## src/rtl/mul_rs_if.sv

```systemverilog
// Dispatch, CDB snoop and CDB request/grant bundle for the multiply reservation station.
// The slave side is the station; the master side is dispatch plus the CDB arbiter.
interface mul_rs_if #(
  parameter int DATA_W = 32,
  parameter int TAG_W  = 5
);
  logic              in_rs_enable;
  logic [5:0]        in_operator_type;
  logic [DATA_W-1:0] in_val_1;
  logic [DATA_W-1:0] in_val_2;
  logic [TAG_W-1:0]  in_tag_1;
  logic [TAG_W-1:0]  in_tag_2;
  logic              in_CDB_broadcast;
  logic [TAG_W-1:0]  in_CDB_tag;
  logic [DATA_W-1:0] in_CDB_val;
  logic              in_CDB_grant;
  logic              out_rs_full;
  logic [TAG_W-1:0]  out_rs_tag;
  logic              out_CDB_request;
  logic [TAG_W-1:0]  out_CDB_tag;
  logic [DATA_W-1:0] out_CDB_val;
  logic [DATA_W-1:0] out_Y_val;
  logic [3:0]        out_ICC_flags;
  logic              out_ICC_valid;

  modport slave (
    input  in_rs_enable, in_operator_type, in_val_1, in_val_2, in_tag_1, in_tag_2,
    input  in_CDB_broadcast, in_CDB_tag, in_CDB_val, in_CDB_grant,
    output out_rs_full, out_rs_tag, out_CDB_request, out_CDB_tag, out_CDB_val,
    output out_Y_val, out_ICC_flags, out_ICC_valid
  );

  modport master (
    output in_rs_enable, in_operator_type, in_val_1, in_val_2, in_tag_1, in_tag_2,
    output in_CDB_broadcast, in_CDB_tag, in_CDB_val, in_CDB_grant,
    input  out_rs_full, out_rs_tag, out_CDB_request, out_CDB_tag, out_CDB_val,
    input  out_Y_val, out_ICC_flags, out_ICC_valid
  );
endinterface

```

## src/rtl/mul_rs_multi.sv

```systemverilog
// Multi-entry reservation station feeding a MUL_LAT-stage pipelined 32x32->64 multiplier,
// with CDB operand snooping and a held result register arbitrating for the CDB.
module mul_rs_entry #(
  parameter int DATA_W = 32,
  parameter int TAG_W  = 5
) (
  input  logic              clk,
  input  logic              reset,
  input  logic              alloc,
  input  logic [5:0]        d_op,
  input  logic [DATA_W-1:0] d_val1,
  input  logic [DATA_W-1:0] d_val2,
  input  logic [TAG_W-1:0]  d_tag1,
  input  logic [TAG_W-1:0]  d_tag2,
  input  logic              cdb_vld,
  input  logic [TAG_W-1:0]  cdb_tag,
  input  logic [DATA_W-1:0] cdb_val,
  input  logic              issue,
  input  logic              free,
  output logic              busy,
  output logic              ready,
  output logic [5:0]        op,
  output logic [DATA_W-1:0] val1,
  output logic [DATA_W-1:0] val2
);
  localparam logic [TAG_W-1:0] INV = {TAG_W{1'b1}};

  logic             issued;
  logic [TAG_W-1:0] tag1, tag2;
  logic             hit1, hit2;

  assign hit1  = cdb_vld && (tag1 != INV) && (tag1 == cdb_tag);
  assign hit2  = cdb_vld && (tag2 != INV) && (tag2 == cdb_tag);
  assign ready = busy && !issued && (tag1 == INV) && (tag2 == INV);

  always_ff @(posedge clk) begin
    if (reset) begin
      busy   <= 1'b0;
      issued <= 1'b0;
      op     <= '0;
      val1   <= '0;
      val2   <= '0;
      tag1   <= INV;
      tag2   <= INV;
    end else if (alloc) begin
      busy   <= 1'b1;
      issued <= 1'b0;
      op     <= d_op;
      val1   <= d_val1;
      val2   <= d_val2;
      tag1   <= d_tag1;
      tag2   <= d_tag2;
    end else begin
      if (free) begin
        busy   <= 1'b0;
        issued <= 1'b0;
      end
      if (issue) issued <= 1'b1;
      if (busy && hit1) begin
        val1 <= cdb_val;
        tag1 <= INV;
      end
      if (busy && hit2) begin
        val2 <= cdb_val;
        tag2 <= INV;
      end
    end
  end
endmodule

module mul_rs_multi #(
  parameter int NUM_ENTRIES = 4,
  parameter int DATA_W      = 32,
  parameter int TAG_W       = 5,
  parameter int RS_ID_BASE  = 8,
  parameter int MUL_LAT     = 3
) (
  input  logic   clk,
  input  logic   reset,
  mul_rs_if.slave bus
);
  localparam int IDX_W  = $clog2(NUM_ENTRIES);
  localparam int STAGES = MUL_LAT - 1;
  localparam logic [TAG_W-1:0] INV = {TAG_W{1'b1}};

  typedef struct packed {
    logic [2*DATA_W-1:0] prod;
    logic [IDX_W-1:0]    idx;
    logic                ccv;
  } stage_t;

  logic [NUM_ENTRIES-1:0]             busy, ready, alloc_vec, issue_vec, free_vec;
  logic [NUM_ENTRIES-1:0][5:0]        e_op;
  logic [NUM_ENTRIES-1:0][DATA_W-1:0] e_val1, e_val2;

  logic [IDX_W-1:0]  alloc_idx, iss_idx;
  logic              any_ready, full, do_alloc, adv, issue_go;
  logic [DATA_W-1:0] disp_val1, disp_val2;
  logic [TAG_W-1:0]  disp_tag1, disp_tag2;

  // Lowest-index free entry for allocation, lowest-index ready entry for issue.
  always_comb begin
    alloc_idx = '0;
    iss_idx   = '0;
    any_ready = 1'b0;
    for (int i = NUM_ENTRIES - 1; i >= 0; i--) begin
      if (!busy[i]) alloc_idx = IDX_W'(i);
      if (ready[i]) begin
        iss_idx   = IDX_W'(i);
        any_ready = 1'b1;
      end
    end
  end

  logic              res_vld, res_ccv;
  logic [IDX_W-1:0]  res_idx;
  logic [DATA_W-1:0] res_lo, res_hi;
  logic [3:0]        res_icc;

  assign full      = &busy;
  assign do_alloc  = bus.in_rs_enable && !full;
  assign alloc_vec = do_alloc ? (NUM_ENTRIES'(1) << alloc_idx) : '0;
  assign adv       = !res_vld || bus.in_CDB_grant;
  assign issue_go  = adv && any_ready;
  assign issue_vec = issue_go ? (NUM_ENTRIES'(1) << iss_idx) : '0;
  assign free_vec  = (res_vld && bus.in_CDB_grant) ? (NUM_ENTRIES'(1) << res_idx) : '0;

  // An operand whose producer is on the CDB in the dispatch cycle is captured directly.
  always_comb begin
    disp_val1 = bus.in_val_1;
    disp_tag1 = bus.in_tag_1;
    disp_val2 = bus.in_val_2;
    disp_tag2 = bus.in_tag_2;
    if (bus.in_CDB_broadcast && bus.in_tag_1 != INV && bus.in_tag_1 == bus.in_CDB_tag) begin
      disp_val1 = bus.in_CDB_val;
      disp_tag1 = INV;
    end
    if (bus.in_CDB_broadcast && bus.in_tag_2 != INV && bus.in_tag_2 == bus.in_CDB_tag) begin
      disp_val2 = bus.in_CDB_val;
      disp_tag2 = INV;
    end
  end

  genvar g;
  generate
    for (g = 0; g < NUM_ENTRIES; g++) begin : g_ent
      mul_rs_entry #(.DATA_W(DATA_W), .TAG_W(TAG_W)) u_ent (
        .clk     (clk),
        .reset   (reset),
        .alloc   (alloc_vec[g]),
        .d_op    (bus.in_operator_type),
        .d_val1  (disp_val1),
        .d_val2  (disp_val2),
        .d_tag1  (disp_tag1),
        .d_tag2  (disp_tag2),
        .cdb_vld (bus.in_CDB_broadcast),
        .cdb_tag (bus.in_CDB_tag),
        .cdb_val (bus.in_CDB_val),
        .issue   (issue_vec[g]),
        .free    (free_vec[g]),
        .busy    (busy[g]),
        .ready   (ready[g]),
        .op      (e_op[g]),
        .val1    (e_val1[g]),
        .val2    (e_val2[g])
      );
    end
  endgenerate

  // Unknown op3 values fall through as unsigned with no condition codes.
  logic [5:0]          iss_op;
  logic                iss_signed, iss_ccv;
  logic [2*DATA_W-1:0] ext_a, ext_b, iss_prod;

  assign iss_op     = e_op[iss_idx];
  assign iss_signed = (iss_op == 6'h0B) || (iss_op == 6'h1B);
  assign iss_ccv    = (iss_op == 6'h1A) || (iss_op == 6'h1B);
  assign ext_a      = {{DATA_W{iss_signed & e_val1[iss_idx][DATA_W-1]}}, e_val1[iss_idx]};
  assign ext_b      = {{DATA_W{iss_signed & e_val2[iss_idx][DATA_W-1]}}, e_val2[iss_idx]};
  assign iss_prod   = ext_a * ext_b;

  logic [STAGES:0] vld_pipe;
  stage_t          pipe [STAGES:0];

  always_ff @(posedge clk) begin
    if (reset) begin
      vld_pipe <= '0;
      for (int i = 0; i <= STAGES; i++) pipe[i] <= '0;
    end else if (adv) begin
      vld_pipe[0] <= issue_go;
      pipe[0]     <= '{prod: iss_prod, idx: iss_idx, ccv: iss_ccv};
      for (int i = 1; i <= STAGES; i++) begin
        vld_pipe[i] <= vld_pipe[i-1];
        pipe[i]     <= pipe[i-1];
      end
    end
  end

  logic [DATA_W-1:0] fin_lo;
  assign fin_lo = pipe[STAGES].prod[DATA_W-1:0];

  // Result register: held until granted, reloaded from the last stage on the grant edge.
  always_ff @(posedge clk) begin
    if (reset) begin
      res_vld <= 1'b0;
      res_idx <= '0;
      res_lo  <= '0;
      res_hi  <= '0;
      res_icc <= '0;
      res_ccv <= 1'b0;
    end else if (adv) begin
      res_vld <= vld_pipe[STAGES];
      if (vld_pipe[STAGES]) begin
        res_idx <= pipe[STAGES].idx;
        res_lo  <= fin_lo;
        res_hi  <= pipe[STAGES].prod[2*DATA_W-1:DATA_W];
        res_icc <= {fin_lo[DATA_W-1], (fin_lo == '0), 2'b00};
        res_ccv <= pipe[STAGES].ccv;
      end else begin
        res_idx <= '0;
        res_lo  <= '0;
        res_hi  <= '0;
        res_icc <= '0;
        res_ccv <= 1'b0;
      end
    end
  end

  assign bus.out_rs_full     = full;
  assign bus.out_rs_tag      = TAG_W'(RS_ID_BASE) + TAG_W'(alloc_idx);
  assign bus.out_CDB_request = res_vld;
  assign bus.out_CDB_tag     = res_vld ? (TAG_W'(RS_ID_BASE) + TAG_W'(res_idx)) : '0;
  assign bus.out_CDB_val     = res_lo;
  assign bus.out_Y_val       = res_hi;
  assign bus.out_ICC_flags   = res_icc;
  assign bus.out_ICC_valid   = res_ccv;
endmodule

```

## src/flat_wrapper.sv

```systemverilog
// flat-port wrapper written by rule: the top's interface ports become plain ports
module mul_rs_multi_flat 
#(
  parameter int NUM_ENTRIES = 4,
  parameter int DATA_W      = 32,
  parameter int TAG_W       = 5,
  parameter int RS_ID_BASE  = 8,
  parameter int MUL_LAT     = 3
)
  (clk, reset, bus_in_rs_enable, bus_in_operator_type, bus_in_val_1, bus_in_val_2, bus_in_tag_1, bus_in_tag_2, bus_in_CDB_broadcast, bus_in_CDB_tag, bus_in_CDB_val, bus_in_CDB_grant, bus_out_rs_full, bus_out_rs_tag, bus_out_CDB_request, bus_out_CDB_tag, bus_out_CDB_val, bus_out_Y_val, bus_out_ICC_flags, bus_out_ICC_valid);
  mul_rs_if #(.DATA_W(DATA_W), .TAG_W(TAG_W)) bus_i ();
  input  logic clk;
  input  logic reset;
  input wire logic [$bits(bus_i.in_rs_enable)-1:0] bus_in_rs_enable;
  input wire logic [$bits(bus_i.in_operator_type)-1:0] bus_in_operator_type;
  input wire logic [$bits(bus_i.in_val_1)-1:0] bus_in_val_1;
  input wire logic [$bits(bus_i.in_val_2)-1:0] bus_in_val_2;
  input wire logic [$bits(bus_i.in_tag_1)-1:0] bus_in_tag_1;
  input wire logic [$bits(bus_i.in_tag_2)-1:0] bus_in_tag_2;
  input wire logic [$bits(bus_i.in_CDB_broadcast)-1:0] bus_in_CDB_broadcast;
  input wire logic [$bits(bus_i.in_CDB_tag)-1:0] bus_in_CDB_tag;
  input wire logic [$bits(bus_i.in_CDB_val)-1:0] bus_in_CDB_val;
  input wire logic [$bits(bus_i.in_CDB_grant)-1:0] bus_in_CDB_grant;
  output wire logic [$bits(bus_i.out_rs_full)-1:0] bus_out_rs_full;
  output wire logic [$bits(bus_i.out_rs_tag)-1:0] bus_out_rs_tag;
  output wire logic [$bits(bus_i.out_CDB_request)-1:0] bus_out_CDB_request;
  output wire logic [$bits(bus_i.out_CDB_tag)-1:0] bus_out_CDB_tag;
  output wire logic [$bits(bus_i.out_CDB_val)-1:0] bus_out_CDB_val;
  output wire logic [$bits(bus_i.out_Y_val)-1:0] bus_out_Y_val;
  output wire logic [$bits(bus_i.out_ICC_flags)-1:0] bus_out_ICC_flags;
  output wire logic [$bits(bus_i.out_ICC_valid)-1:0] bus_out_ICC_valid;
  assign bus_i.in_rs_enable = bus_in_rs_enable;
  assign bus_i.in_operator_type = bus_in_operator_type;
  assign bus_i.in_val_1 = bus_in_val_1;
  assign bus_i.in_val_2 = bus_in_val_2;
  assign bus_i.in_tag_1 = bus_in_tag_1;
  assign bus_i.in_tag_2 = bus_in_tag_2;
  assign bus_i.in_CDB_broadcast = bus_in_CDB_broadcast;
  assign bus_i.in_CDB_tag = bus_in_CDB_tag;
  assign bus_i.in_CDB_val = bus_in_CDB_val;
  assign bus_i.in_CDB_grant = bus_in_CDB_grant;
  assign bus_out_rs_full = bus_i.out_rs_full;
  assign bus_out_rs_tag = bus_i.out_rs_tag;
  assign bus_out_CDB_request = bus_i.out_CDB_request;
  assign bus_out_CDB_tag = bus_i.out_CDB_tag;
  assign bus_out_CDB_val = bus_i.out_CDB_val;
  assign bus_out_Y_val = bus_i.out_Y_val;
  assign bus_out_ICC_flags = bus_i.out_ICC_flags;
  assign bus_out_ICC_valid = bus_i.out_ICC_valid;
  mul_rs_multi #(.NUM_ENTRIES(NUM_ENTRIES), .DATA_W(DATA_W), .TAG_W(TAG_W), .RS_ID_BASE(RS_ID_BASE), .MUL_LAT(MUL_LAT)) u_core (.clk(clk), .reset(reset), .bus(bus_i));
endmodule
```

## config.mk

```make
export PLATFORM = sky130hd
export DESIGN_NAME = mul_rs_multi_flat
export DESIGN_NICKNAME = d
export VERILOG_FILES = /design/src/rtl/mul_rs_if.sv /design/src/rtl/mul_rs_multi.sv /design/src/flat_wrapper.sv
export SDC_FILE = /design/constraint.sdc
export NUM_CORES = 2
export LEC_CHECK = 0
export ABC_AREA = 1
export CORE_MARGIN = 10
export CORE_UTILIZATION = 26
export DETAILED_ROUTE_END_ITERATION = 12
export HOLD_SLACK_MARGIN = 0.15
export PLACE_DENSITY = 0.38
export SLEW_MARGIN = 0
export SYNTH_ARGS = -nofsm -noshare
export SYNTH_HDL_FRONTEND = slang
export SYNTH_SLANG_ARGS = --single-unit
export TNS_END_PERCENT = 100
```

## constraint.sdc

```tcl
create_clock -name clk -period 13.4 [get_ports clk]
set_clock_uncertainty 0.05 [all_clocks]
set_input_delay 1.34 -clock clk [delete_from_list [all_inputs] [get_ports clk]]
set_output_delay 1.34 -clock clk [all_outputs]
set_load 0.01 [all_outputs]
```

detail.png
Bar = 5 um. Window x 382 to 402, y 382 to 402 um. Cells in gray, sequential cells in the stronger gray; small squares are vias.
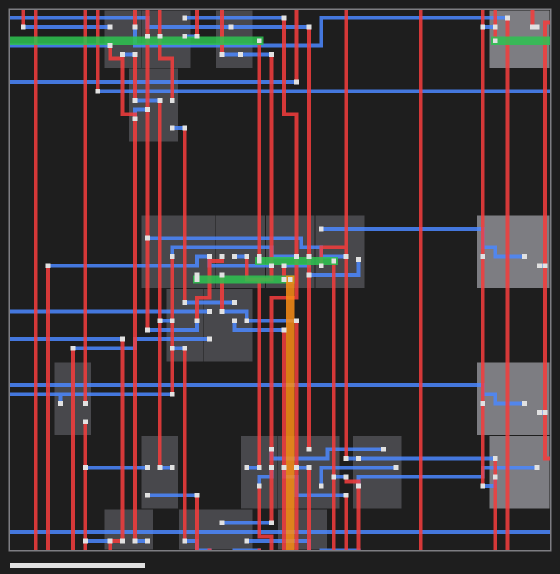
red -> metal 2
blue -> metal 1
green -> metal 3
orange -> metal 4
sequential cells in the window = 0
cells with their middle in the window = 18
most frequent = nand2_1 (3), o21ai_0 (3), a21oi_1 (3)

==> results.py <==
# Generated from Yosys and OpenROAD reports
metrics = {
    "global_routing": {
        "globalRouteTotalUtil_pct": 18.3,
        "maximum_number_of_pins_on_one_net_before_global_route_repair": 206,
        "grt_pass1_wl_um": 378000,
        "number_of_global_route_vias_before_repair": 56100,
        "grt_antenna_before_repair": 2,
        "grt_remaining_overflow": 0,
    },
    "die": {
        "area_of_the_core_mm2": 0.251,
        "top_level_ports": 203,
        "chipHeight_um": 522,
        "design.die.area_mm2": 0.273,
        "core_util_floorplan_pct": 26.1,
        "floorplan.rows": 184,
        "chipWidth_um": 522,
    },
    "setup_path": {
        "arrival_ns": 11.97,
        "timing.critical_path.required_ns": 13.87,
        "cp_max_fo": 25,
        "path_class": "flip-flop to flip-flop",
        "setup.reg_to_reg.worst_slack_ns": 1.90,
        "worstSetupEndpointType": "flip-flop",
        "worst_r2r_path_depth": 35,
        "worstSetupStartpointType": "flip-flop",
    },
    "final_layout": {
        "layout_top_cell": "sky130_fd_sc_hd__nand2_1",
        "number_of_nets_in_the_finished_design": 9411,
        "areaGrowthSynthToFinish_pct": 12.5,
        "most_used_cells_in_the_layout_excluding_fill_and_tap_cells": "sky130_fd_sc_hd__nand2_1 (2000), sky130_fd_sc_hd__inv_1 (1638), sky130_fd_sc_hd__fa_1 (1125)",
        "fillerInstances": 27100,
        "post-route-util_pct": 29.4,
    },
    "logic_synthesis": {
        "synth.yosys.seq_area_share_pct": 21.4,
        "post_synthesis_xor_xnor_area_fraction_pct": 0.548,
        "ys.flops": 601,
        "async_reset_ff_share_pct": 0,
        "post_synth_main_logic_family": "adder cells",
        "area_leaders": "sky130_fd_sc_hd__fa_1 (34%), sky130_fd_sc_hd__dfxtp_1 (12%), sky130_fd_sc_hd__nand2_1 (11%), sky130_fd_sc_hd__inv_1 (9.4%), sky130_fd_sc_hd__edfxtp_1 (9.2%)",
        "synthFlopType": "sky130_fd_sc_hd__dfxtp_1",
        "synthTopCellsByCount": "sky130_fd_sc_hd__nand2_1 (2002), sky130_fd_sc_hd__inv_1 (1642), sky130_fd_sc_hd__fa_1 (1125)",
        "netlist.top_cell.by_instances": "sky130_fd_sc_hd__nand2_1",
        "syn-instance-count": 7941,
        "unique_cell_type_count_in_the_yosys_netlist": 62,
        "yosys_cells": 7941,
        "ys_sh_adder_pct": 38.4,
        "top_area_cell_type_share_of_the_netlist_area_pct": 34.3,
        "synth-edff-count": 201,
        "synthAoiAreaFrac_pct": 9.05,
        "synth.avg_cell_area_um2": 8.26,
        "chip_area_estimate_from_yosys_synthesis_mm2": 0.0656,
        "post-synth-top-area-cell": "sky130_fd_sc_hd__fa_1",
        "yosys-mux-area-fraction_pct": 0,
    },
    "routing": {
        "first_pass_iters": 6,
        "detail_route.drc_violations": 0,
        "detailedRoute.firstIterationViolations": 4007,
        "detail_route.vias_per_cell": 4.64,
        "ant_nets": 0,
        "post_drt_wl_per_cell_um": 22.2,
    },
    "placement": {
        "gp_congestion": 0.878,
        "io_buffers": 195,
        "dp_hpwl_um": 193000,
        "dp_slack_ns": 1.95,
    },
    "sta": {
        "finalHoldViolations": 0,
        "post-route-period-util_pct": 85.8,
        "timing.slew.headroom_pct": 15.9,
        "timing_worst_slew_pin_value_ns": 1.26,
        "setup-tns-final_ns": 0,
        "min_period_ns": 11.50,
        "setup_repair_after_global_routing_missed_its_margin": "false",
        "timing.fmax_mhz": 86.9,
        "setup-violations-final": 0,
    },
    "worst_hold_path": {
        "holdPathEnd": "u_core.g_ent[3].u_ent.op[5]$_SDFFE_PP0P_",
        "timing.hold.worst.start": "u_core.g_ent[3].u_ent.op[5]$_SDFFE_PP0P_",
        "worstHoldPathType": "flip-flop to flip-flop",
    },
    "job": {
        "timing.max_cap.violations": 0,
    },
    "cts": {
        "number_of_buffers_on_the_longest_clock_path": 3,
        "cts-htree-levels": 3,
        "cts.reportedPaths.clkPinSlew_ns": 0.06,
        "cts_root_buf": "sky130_fd_sc_hd__clkbuf_16",
        "ctsResizeCount": 0,
        "holdBufCountCts": 0,
        "clock_sink_count": 601,
        "cts_buffers": 76,
        "tritoncts": "done",
    },
    "outcome": {
        "result_of_the_run": "finished clean",
    },
    "pwr": {
        "vdd_drop_max_mv": 0.0990,
        "switchingPower_mw": 3.87,
        "power.share.combinational_pct": 50.8,
        "power_density_mw_per_mm2": 117,
        "proportion_of_total_power_due_to_net_switching_pct": 44.9,
    },
}
layer_met1.png
Bar = 200 um.
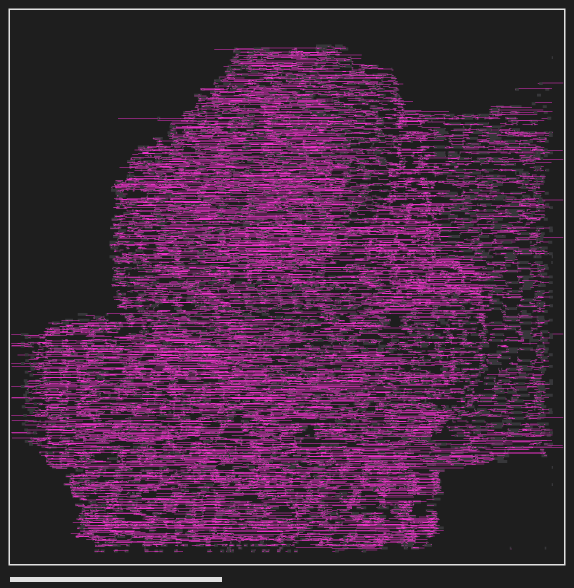
longest straight run = 131 um
main direction = horizontal
wire length on this layer = 121 mm
share of all routed wire = 48%
met1 track demand over resource in global routing: 26.5%
total vias in the final route: 52700
post-detailed-routing wire length: 253000 um

-- worst max-delay path: cells and delay by family (launching register included) --
family | cells | cell delay, ns
buffers and inverters | 6 | 1.90
AND-OR/OR-AND | 5 | 0.76
flip-flops | 1 | 0.38
adder cells (fa/ha/maj) | 9 | 4.74
AND/OR/NAND/NOR | 15 | 3.45
-- metal layers --
layer | track usage (%) | vias to the layer above | routed length (um)
met5 | 0 | - | 0
met4 | 4.69 | 0 | 6610
met3 | 2.37 | 259 | 13500
met2 | 28.8 | 1557 | 112000
met1 | 26.5 | 26900 | 121000
li1 | - | 24000 | -
-- sequential cells by signal (all words and copies together), names as in the netlist --
register	flops
u_core.g_ent.u_ent.val1	128
u_core.bus.out_ICC_flags	1
u_core.bus.out_CDB_val	32
u_core.pipe	201
u_core.g_ent.u_ent.busy	4
u_core.g_ent.u_ent.issued	4
u_core.bus.out_CDB_request	1
u_core.g_ent.u_ent.tag1	20
u_core.bus.out_Y_val	32
u_core.bus.out_ICC_valid	1
u_core.g_ent.u_ent.val2	128
u_core.g_ent.u_ent.op	24
u_core.res_idx	2
u_core.vld_pipe	3
u_core.g_ent.u_ent.tag2	20
-- worst max-delay path by stage --
| stage | start | to | slack [ns] | depth (start not counted) |
|---|---|---|---|---|
| final | u_core.g_ent[1].u_ent.tag1[2]$_SDFFE_PP1P_ | u_core.pipe[0][55]$_SDFFCE_PN0P_ | 1.90 | 35 |
| after global routing | u_core.g_ent[1].u_ent.tag1[2]$_SDFFE_PP1P_ | u_core.pipe[0][55]$_SDFFCE_PN0P_ | 1.28 | 35 |
| after CTS | u_core.g_ent[1].u_ent.tag1[2]$_SDFFE_PP1P_ | u_core.pipe[0][51]$_SDFFCE_PN0P_ | 1.92 | 34 |
| after detailed placement | u_core.g_ent[3].u_ent.busy$_SDFFE_PP0P_ | u_core.pipe[0][64]$_SDFFCE_PN0P_ | 1.95 | 35 |
| after global placement | u_core.g_ent[1].u_ent.tag1[3]$_SDFFE_PP1P_ | u_core.pipe[0][55]$_SDFFCE_PN0P_ | 1.86 | 35 |
| after floorplan | u_core.g_ent[1].u_ent.tag1[3]$_SDFFE_PP1P_ | u_core.pipe[0][65]$_SDFFCE_PN0P_ | 4.79 | 38 |
-- metrics by stage --
step	hold slack, ns	std cells	cell area, um^2	power, mW
2_1_floorplan	0.379	7946	65600	4.82
3_3_place_gp	0.389	11200	71200	6.50
3_5_place_dp	0.395	11200	71200	6.50
4_1_cts	0.405	11400	73800	8.68
5_1_grt	0.420	11400	73800	9.27
6_report	0.404	11400	73800	8.62
-- final cells by class --
type	count	area [um^2]	share of cell area [%]
clock buffer	102	2140	2.90
tap	3348	4190	5.68
sequential	601	14000	19.0
inverter	1688	6350	8.61
timing repair buffer	329	3000	4.07
antenna	2	5.00	0.00679
clock inverter	37	439	0.595
multi-input combinational	5256	43600	59.1
-- power by group through the flow --
stage	clock network, mW	logic [mW]	registers (mW)
final	2.14	4.38	2.11
after detailed placement	0	4.35	2.15
after global routing	2.27	4.88	2.12
after floorplan	0	2.69	2.13
after CTS	2.20	4.37	2.11
after global placement	0	4.35	2.15
Power is estimated from default activity; no workload was simulated.
